**Routed metal, one color a layer**

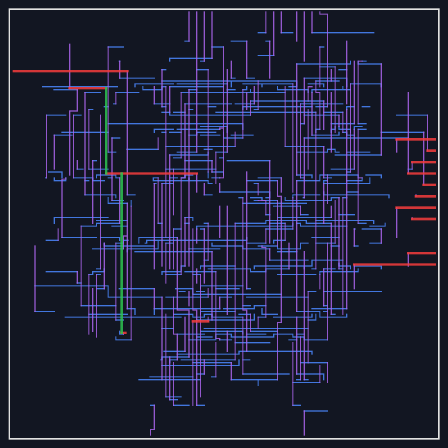
**Ports around the boundary**

Pins as bars across the die edge, other pins in gray.
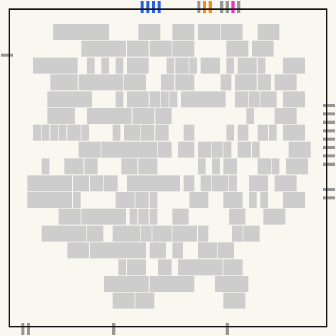
**Logic cells by family**

The bar under the picture is 20 µm long.
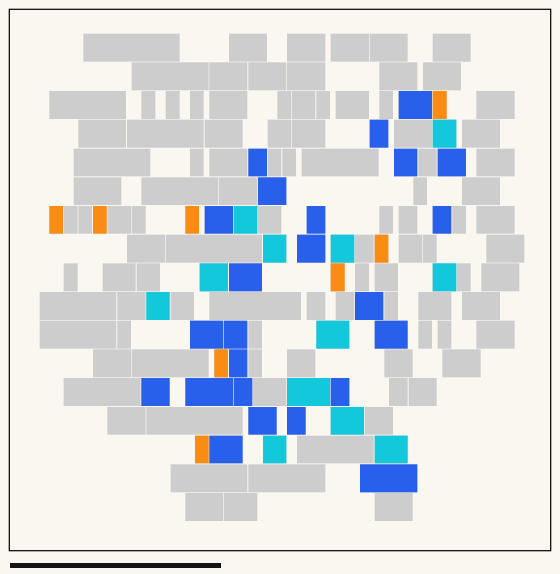
**Clock routing**

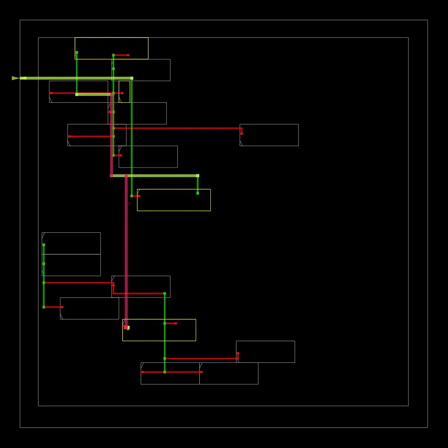
**src/rtl/k_and_s_pkg.sv**
```systemverilog
// Shared types for the K-and-S processor control path: decoded instructions,
// sequencer states, memory wait modes and ALU operation codes.
package k_and_s_pkg;

    typedef enum logic [3:0] {
        I_NOP    = 4'd0,
        I_LOAD   = 4'd1,
        I_STORE  = 4'd2,
        I_MOVE   = 4'd3,
        I_ADD    = 4'd4,
        I_SUB    = 4'd5,
        I_AND    = 4'd6,
        I_OR     = 4'd7,
        I_BRANCH = 4'd8,
        I_BZERO  = 4'd9,
        I_BNZERO = 4'd10,
        I_BNEG   = 4'd11,
        I_BNNEG  = 4'd12,
        I_BOV    = 4'd13,
        I_BNOV   = 4'd14,
        I_HALT   = 4'd15
    } decoded_instruction_type;

    typedef enum logic [3:0] {
        S_FETCH     = 4'd0,
        S_LATCH_IR  = 4'd1,
        S_DECODE    = 4'd2,
        S_EXEC      = 4'd3,
        S_MEM_ADDR  = 4'd4,
        S_LOAD_WB   = 4'd5,
        S_STORE_WR  = 4'd6,
        S_BR_EVAL   = 4'd7,
        S_STEP_HOLD = 4'd8,
        S_HALTED    = 4'd9
    } seq_state_e;

    typedef enum logic {
        MEM_FIXED     = 1'b0,
        MEM_HANDSHAKE = 1'b1
    } mem_mode_e;

    localparam logic [1:0] OP_ADD = 2'd0;
    localparam logic [1:0] OP_SUB = 2'd1;
    localparam logic [1:0] OP_AND = 2'd2;
    localparam logic [1:0] OP_OR  = 2'd3;

    function automatic logic is_mem_state(input seq_state_e s);
        return (s == S_FETCH) || (s == S_MEM_ADDR) || (s == S_STORE_WR);
    endfunction

endpackage

```
**src/rtl/mem_wait_timer.sv**
```systemverilog
// Memory wait timer: flags the final cycle of a mem_req window, either after a
// fixed number of cycles or when the memory reports ready.
module mem_wait_timer
    import k_and_s_pkg::*;
#(
    parameter int unsigned MEM_LATENCY = 2,
    parameter mem_mode_e   MEM_MODE    = MEM_FIXED
) (
    input  logic clk,
    input  logic rst,
    input  logic i_active,
    input  logic i_restart,
    input  logic i_mem_ready,
    output logic o_wait_done
);

    logic [3:0] r_count;
    logic [3:0] w_count_now;

    // The first cycle of a window sees the full latency, later cycles what is left.
    assign w_count_now = i_restart ? 4'(MEM_LATENCY) : r_count;

    // Completion decode for the current cycle.
    always_comb begin
        if (!i_active) begin
            o_wait_done = 1'b0;
        end else if (MEM_MODE == MEM_HANDSHAKE) begin
            o_wait_done = i_mem_ready;
        end else begin
            o_wait_done = (w_count_now == 4'd1);
        end
    end

    // Remaining-cycles down-counter.
    always_ff @(posedge clk) begin
        if (rst) begin
            r_count <= 4'd0;
        end else if ((MEM_MODE == MEM_FIXED) && i_active && !o_wait_done) begin
            r_count <= w_count_now - 4'd1;
        end else begin
            r_count <= 4'd0;
        end
    end

endmodule

```
**src/rtl/ks_sequencer.sv**
```systemverilog
// Multi-cycle control sequencer for the K-and-S datapath: fetch, decode and
// execute each instruction, generating the datapath strobes per state.
module ks_sequencer
    import k_and_s_pkg::*;
#(
    parameter int unsigned MEM_LATENCY = 2,
    parameter mem_mode_e   MEM_MODE    = MEM_FIXED,
    parameter bit          OV_SIGNED   = 1'b0,
    parameter int unsigned OP_W        = 2
) (
    input  logic                    clk,
    input  logic                    rst,
    input  decoded_instruction_type decoded_instruction,
    input  logic                    zero_op,
    input  logic                    neg_op,
    input  logic                    unsigned_overflow,
    input  logic                    signed_overflow,
    input  logic                    mem_ready,
    input  logic                    step_mode,
    input  logic                    step,
    output logic                    branch,
    output logic                    pc_enable,
    output logic                    ir_enable,
    output logic                    write_reg_enable,
    output logic                    addr_sel,
    output logic                    c_sel,
    output logic                    flags_reg_enable,
    output logic                    ram_write_enable,
    output logic [OP_W-1:0]         operation,
    output logic                    mem_req,
    output logic                    halt,
    output logic                    retired
);

    seq_state_e              r_state;
    seq_state_e              w_next_state;
    seq_state_e              w_retire_state;
    decoded_instruction_type r_instr;
    logic                    r_mem_entry;
    logic                    w_wait_done;
    logic                    w_overflow;
    logic                    w_taken;
    logic [1:0]              w_op;

    mem_wait_timer #(
        .MEM_LATENCY (MEM_LATENCY),
        .MEM_MODE    (MEM_MODE)
    ) u_wait (
        .clk         (clk),
        .rst         (rst),
        .i_active    (is_mem_state(r_state)),
        .i_restart   (r_mem_entry),
        .i_mem_ready (mem_ready),
        .o_wait_done (w_wait_done)
    );

    assign w_retire_state = step_mode ? S_STEP_HOLD : S_FETCH;
    assign w_overflow     = OV_SIGNED ? signed_overflow : unsigned_overflow;
    assign operation      = OP_W'(w_op);

    // Branch condition, evaluated against the instruction latched at decode.
    always_comb begin
        case (r_instr)
            I_BRANCH: w_taken = 1'b1;
            I_BZERO:  w_taken = zero_op;
            I_BNZERO: w_taken = !zero_op;
            I_BNEG:   w_taken = neg_op;
            I_BNNEG:  w_taken = !neg_op;
            I_BOV:    w_taken = w_overflow;
            I_BNOV:   w_taken = !w_overflow;
            default:  w_taken = 1'b0;
        endcase
    end

    // State register, decoded-instruction latch and mem-window entry flag.
    always_ff @(posedge clk) begin
        if (rst) begin
            r_state     <= S_FETCH;
            r_instr     <= I_NOP;
            r_mem_entry <= 1'b1;
        end else begin
            r_state     <= w_next_state;
            r_instr     <= (r_state == S_DECODE) ? decoded_instruction : r_instr;
            r_mem_entry <= is_mem_state(w_next_state) && (w_next_state != r_state);
        end
    end

    // Next-state and strobe decode; reset holds every output low.
    always_comb begin
        w_next_state     = r_state;
        branch           = 1'b0;
        pc_enable        = 1'b0;
        ir_enable        = 1'b0;
        write_reg_enable = 1'b0;
        addr_sel         = 1'b0;
        c_sel            = 1'b0;
        flags_reg_enable = 1'b0;
        ram_write_enable = 1'b0;
        mem_req          = 1'b0;
        halt             = 1'b0;
        retired          = 1'b0;
        w_op             = OP_ADD;
        if (rst) begin
            w_next_state = S_FETCH;
        end else begin
            case (r_state)
                S_FETCH: begin
                    mem_req      = 1'b1;
                    w_next_state = w_wait_done ? S_LATCH_IR : S_FETCH;
                end
                S_LATCH_IR: begin
                    ir_enable    = 1'b1;
                    pc_enable    = 1'b1;
                    w_next_state = S_DECODE;
                end
                S_DECODE: begin
                    case (decoded_instruction)
                        I_ADD, I_SUB, I_AND, I_OR, I_MOVE: w_next_state = S_EXEC;
                        I_LOAD:  w_next_state = S_MEM_ADDR;
                        I_STORE: w_next_state = S_STORE_WR;
                        I_BRANCH, I_BZERO, I_BNZERO, I_BNEG,
                        I_BNNEG, I_BOV, I_BNOV: w_next_state = S_BR_EVAL;
                        I_HALT:  w_next_state = S_HALTED;
                        default: begin
                            retired      = 1'b1;
                            w_next_state = w_retire_state;
                        end
                    endcase
                end
                S_EXEC: begin
                    write_reg_enable = 1'b1;
                    flags_reg_enable = (r_instr != I_MOVE);
                    case (r_instr)
                        I_SUB:        w_op = OP_SUB;
                        I_AND:        w_op = OP_AND;
                        I_OR, I_MOVE: w_op = OP_OR;
                        default:      w_op = OP_ADD;
                    endcase
                    retired      = 1'b1;
                    w_next_state = w_retire_state;
                end
                S_MEM_ADDR: begin
                    addr_sel     = 1'b1;
                    c_sel        = 1'b1;
                    mem_req      = 1'b1;
                    w_next_state = w_wait_done ? S_LOAD_WB : S_MEM_ADDR;
                end
                S_LOAD_WB: begin
                    addr_sel         = 1'b1;
                    c_sel            = 1'b1;
                    write_reg_enable = 1'b1;
                    retired          = 1'b1;
                    w_next_state     = w_retire_state;
                end
                S_STORE_WR: begin
                    addr_sel         = 1'b1;
                    mem_req          = 1'b1;
                    ram_write_enable = 1'b1;
                    retired          = w_wait_done;
                    w_next_state     = w_wait_done ? w_retire_state : S_STORE_WR;
                end
                S_BR_EVAL: begin
                    branch       = w_taken;
                    pc_enable    = w_taken;
                    retired      = 1'b1;
                    w_next_state = w_retire_state;
                end
                S_STEP_HOLD: begin
                    w_next_state = step ? S_FETCH : S_STEP_HOLD;
                end
                S_HALTED: begin
                    halt         = 1'b1;
                    w_next_state = S_HALTED;
                end
                default: begin
                    w_next_state = S_FETCH;
                end
            endcase
        end
    end

endmodule

```
**config.mk**
```make
export PLATFORM = sky130hd
export DESIGN_NAME = ks_sequencer
export DESIGN_NICKNAME = d
export VERILOG_FILES = /design/src/rtl/k_and_s_pkg.sv /design/src/rtl/mem_wait_timer.sv /design/src/rtl/ks_sequencer.sv
export SDC_FILE = /design/constraint.sdc
export NUM_CORES = 1
export LEC_CHECK = 0
export CORE_MARGIN = 2
export CORE_UTILIZATION = 45
export CTS_BUF_LIST = sky130_fd_sc_hd__clkbuf_16
export DETAILED_ROUTE_END_ITERATION = 8
export PLACE_DENSITY = 0.75
export SYNTH_ARGS = -nofsm -noshare
export SYNTH_HDL_FRONTEND = slang
export SYNTH_HIERARCHICAL = 1
export SYNTH_SLANG_ARGS = --single-unit
```
**constraint.sdc**
```tcl
create_clock -name clk -period 6.2 [get_ports clk]
set_input_delay 1.24 -clock clk [delete_from_list [all_inputs] [get_ports clk]]
set_output_delay 1.24 -clock clk [all_outputs]
set_load 0.03 [all_outputs]
```
==> results.sh <==
# physical design summary
export IMPL_outcome="completed"
export IMPL_min_from="r_mem_entry"
export IMPL_final_hold_viol_count=0
export IMPL_leakage_nw=0.472
export IMPL_tns_ns=0
export IMPL_grt_overflow_total=0
export IMPL_top_cell="nor2_1"
export IMPL_path_cells="clkdlybuf4s50_1 -> nor2_1 -> nand2_1 -> a211oi_1 -> o211a_1 -> or2_1 -> clkdlybuf4s50_1"
export IMPL_setup_viol=0
export IMPL_grt_pass1_wl_um=3930
export IMPL_startpoint="rst"
export IMPL_ant_nets=0
export IMPL_synth_area_um2=1000
export IMPL_critPathMaxFanout=15
export IMPL_postCtsSetupBuffers=0
export IMPL_cpMostUsedCell="clkdlybuf4s50_1"
export IMPL_ys_cells=123
export IMPL_crit_family="buffers and inverters"
export IMPL_yosys_warnings=6
export IMPL_cts_buffer_depth=2
export IMPL_totalWireLength_um=2290
export IMPL_timing_hold_ws_ns=0.509
export IMPL_cts_sinks=13
export IMPL_insertion_delay_ns=0.24
export IMPL_fin_nets=159
export IMPL_finalInstanceArea_um2=1280
export IMPL_path_clk_slew_ns=0.04
export IMPL_antenna_cells=0
## Picture notes: 'routed metal, one color a layer'
met4: shown in green, wire length 29.2 µm. met3: shown in red, wire length 65.6 µm. met2: shown in purple, wire length 1180 µm. met1: shown in blue, wire length 1020 µm.

## Picture notes: 'ports around the boundary'
branch: shown in magenta, pins 1, direction output, edge north. decoded_instruction: shown in blue, pins 4, direction input, edge north. operation: shown in orange, pins 2, direction output, edge north.

## Picture notes: 'logic cells by family'
inverters: shown in orange, cells 8, most used inv_1. AND and OR gates: shown in cyan, cells 12, most used and3_1. inverting AOI/OAI gates: shown in blue, cells 24, most used a21oi_1.

## Picture notes: 'clock routing'
Flops: 13
Num CTS Buffers: 3
P_clk: 0.000120 W
Setup Skew: 0.000953 ns

## final cells by class
type	count	area, µm²
Clock buffer	3	75.1
Multi-Input combinational cell	95	644
Timing Repair Buffer	23	230
Tap cell	28	35.0
Clock inverter	1	3.75
Fill cell	197	870
Sequential cell	13	260
Inverter	8	30.0
## path summary, 6_finish.rpt
path         cells after the start                end  slack, ns
max                              7          pc_enable       1.37
min                              1  u_wait/r_count[3]       0.51
max reg2reg                      9        r_mem_entry       3.81
min reg2reg                      1  u_wait/r_count[3]       0.51
## routing by layer
layer | track usage (%) | vias up
met4 | 9.46 | 0
met5 | 0 | -
met1 | 23.0 | 418
li1 | - | 491
met2 | 35.7 | 16
met3 | 3.80 | 4
## power breakdown
group | total (W) | internal, W | switching, W
Clock | 0.000120 | 0.0000849 | 0.0000348
Combinational | 0.0000686 | 0.0000339 | 0.0000347
Sequential | 0.000106 | 0.0000930 | 0.0000129
Total | 0.000294 | 0.000212 | 0.0000824
## sequential cells by signal (all words and copies together), names as in the netlist
register,flops
r_instr,4
r_mem_entry,1
r_state,4
u_wait/r_count,4
## cells in the final DEF (no fill, tap or decap), types with 3 or more instances in the layout
cell and instances:
mux2i_1 4, nor2_1 19, a21oi_1 6, clkbuf_16 3
inv_1 7, dfxtp_1 13, and3_1 3, clkdlybuf4s50_1 23
nor3_1 4, a211oi_1 4, nand2_1 5, nor4_1 3
## cells by family after synthesis
logic type | Yosys count | synth area share (%)
buffers and inverters | 15 | 9.62
adders and majority gates | 2 | 2.50
and+or+nand+nor | 57 | 33.5
DFF | 13 | 26.0
xor gates and xnor gates | 2 | 1.75
AOI/OAI and AO/OA | 30 | 22.6
muxes | 4 | 4.00
Power figures rest on the tool's default switching activity, not on a simulated workload.
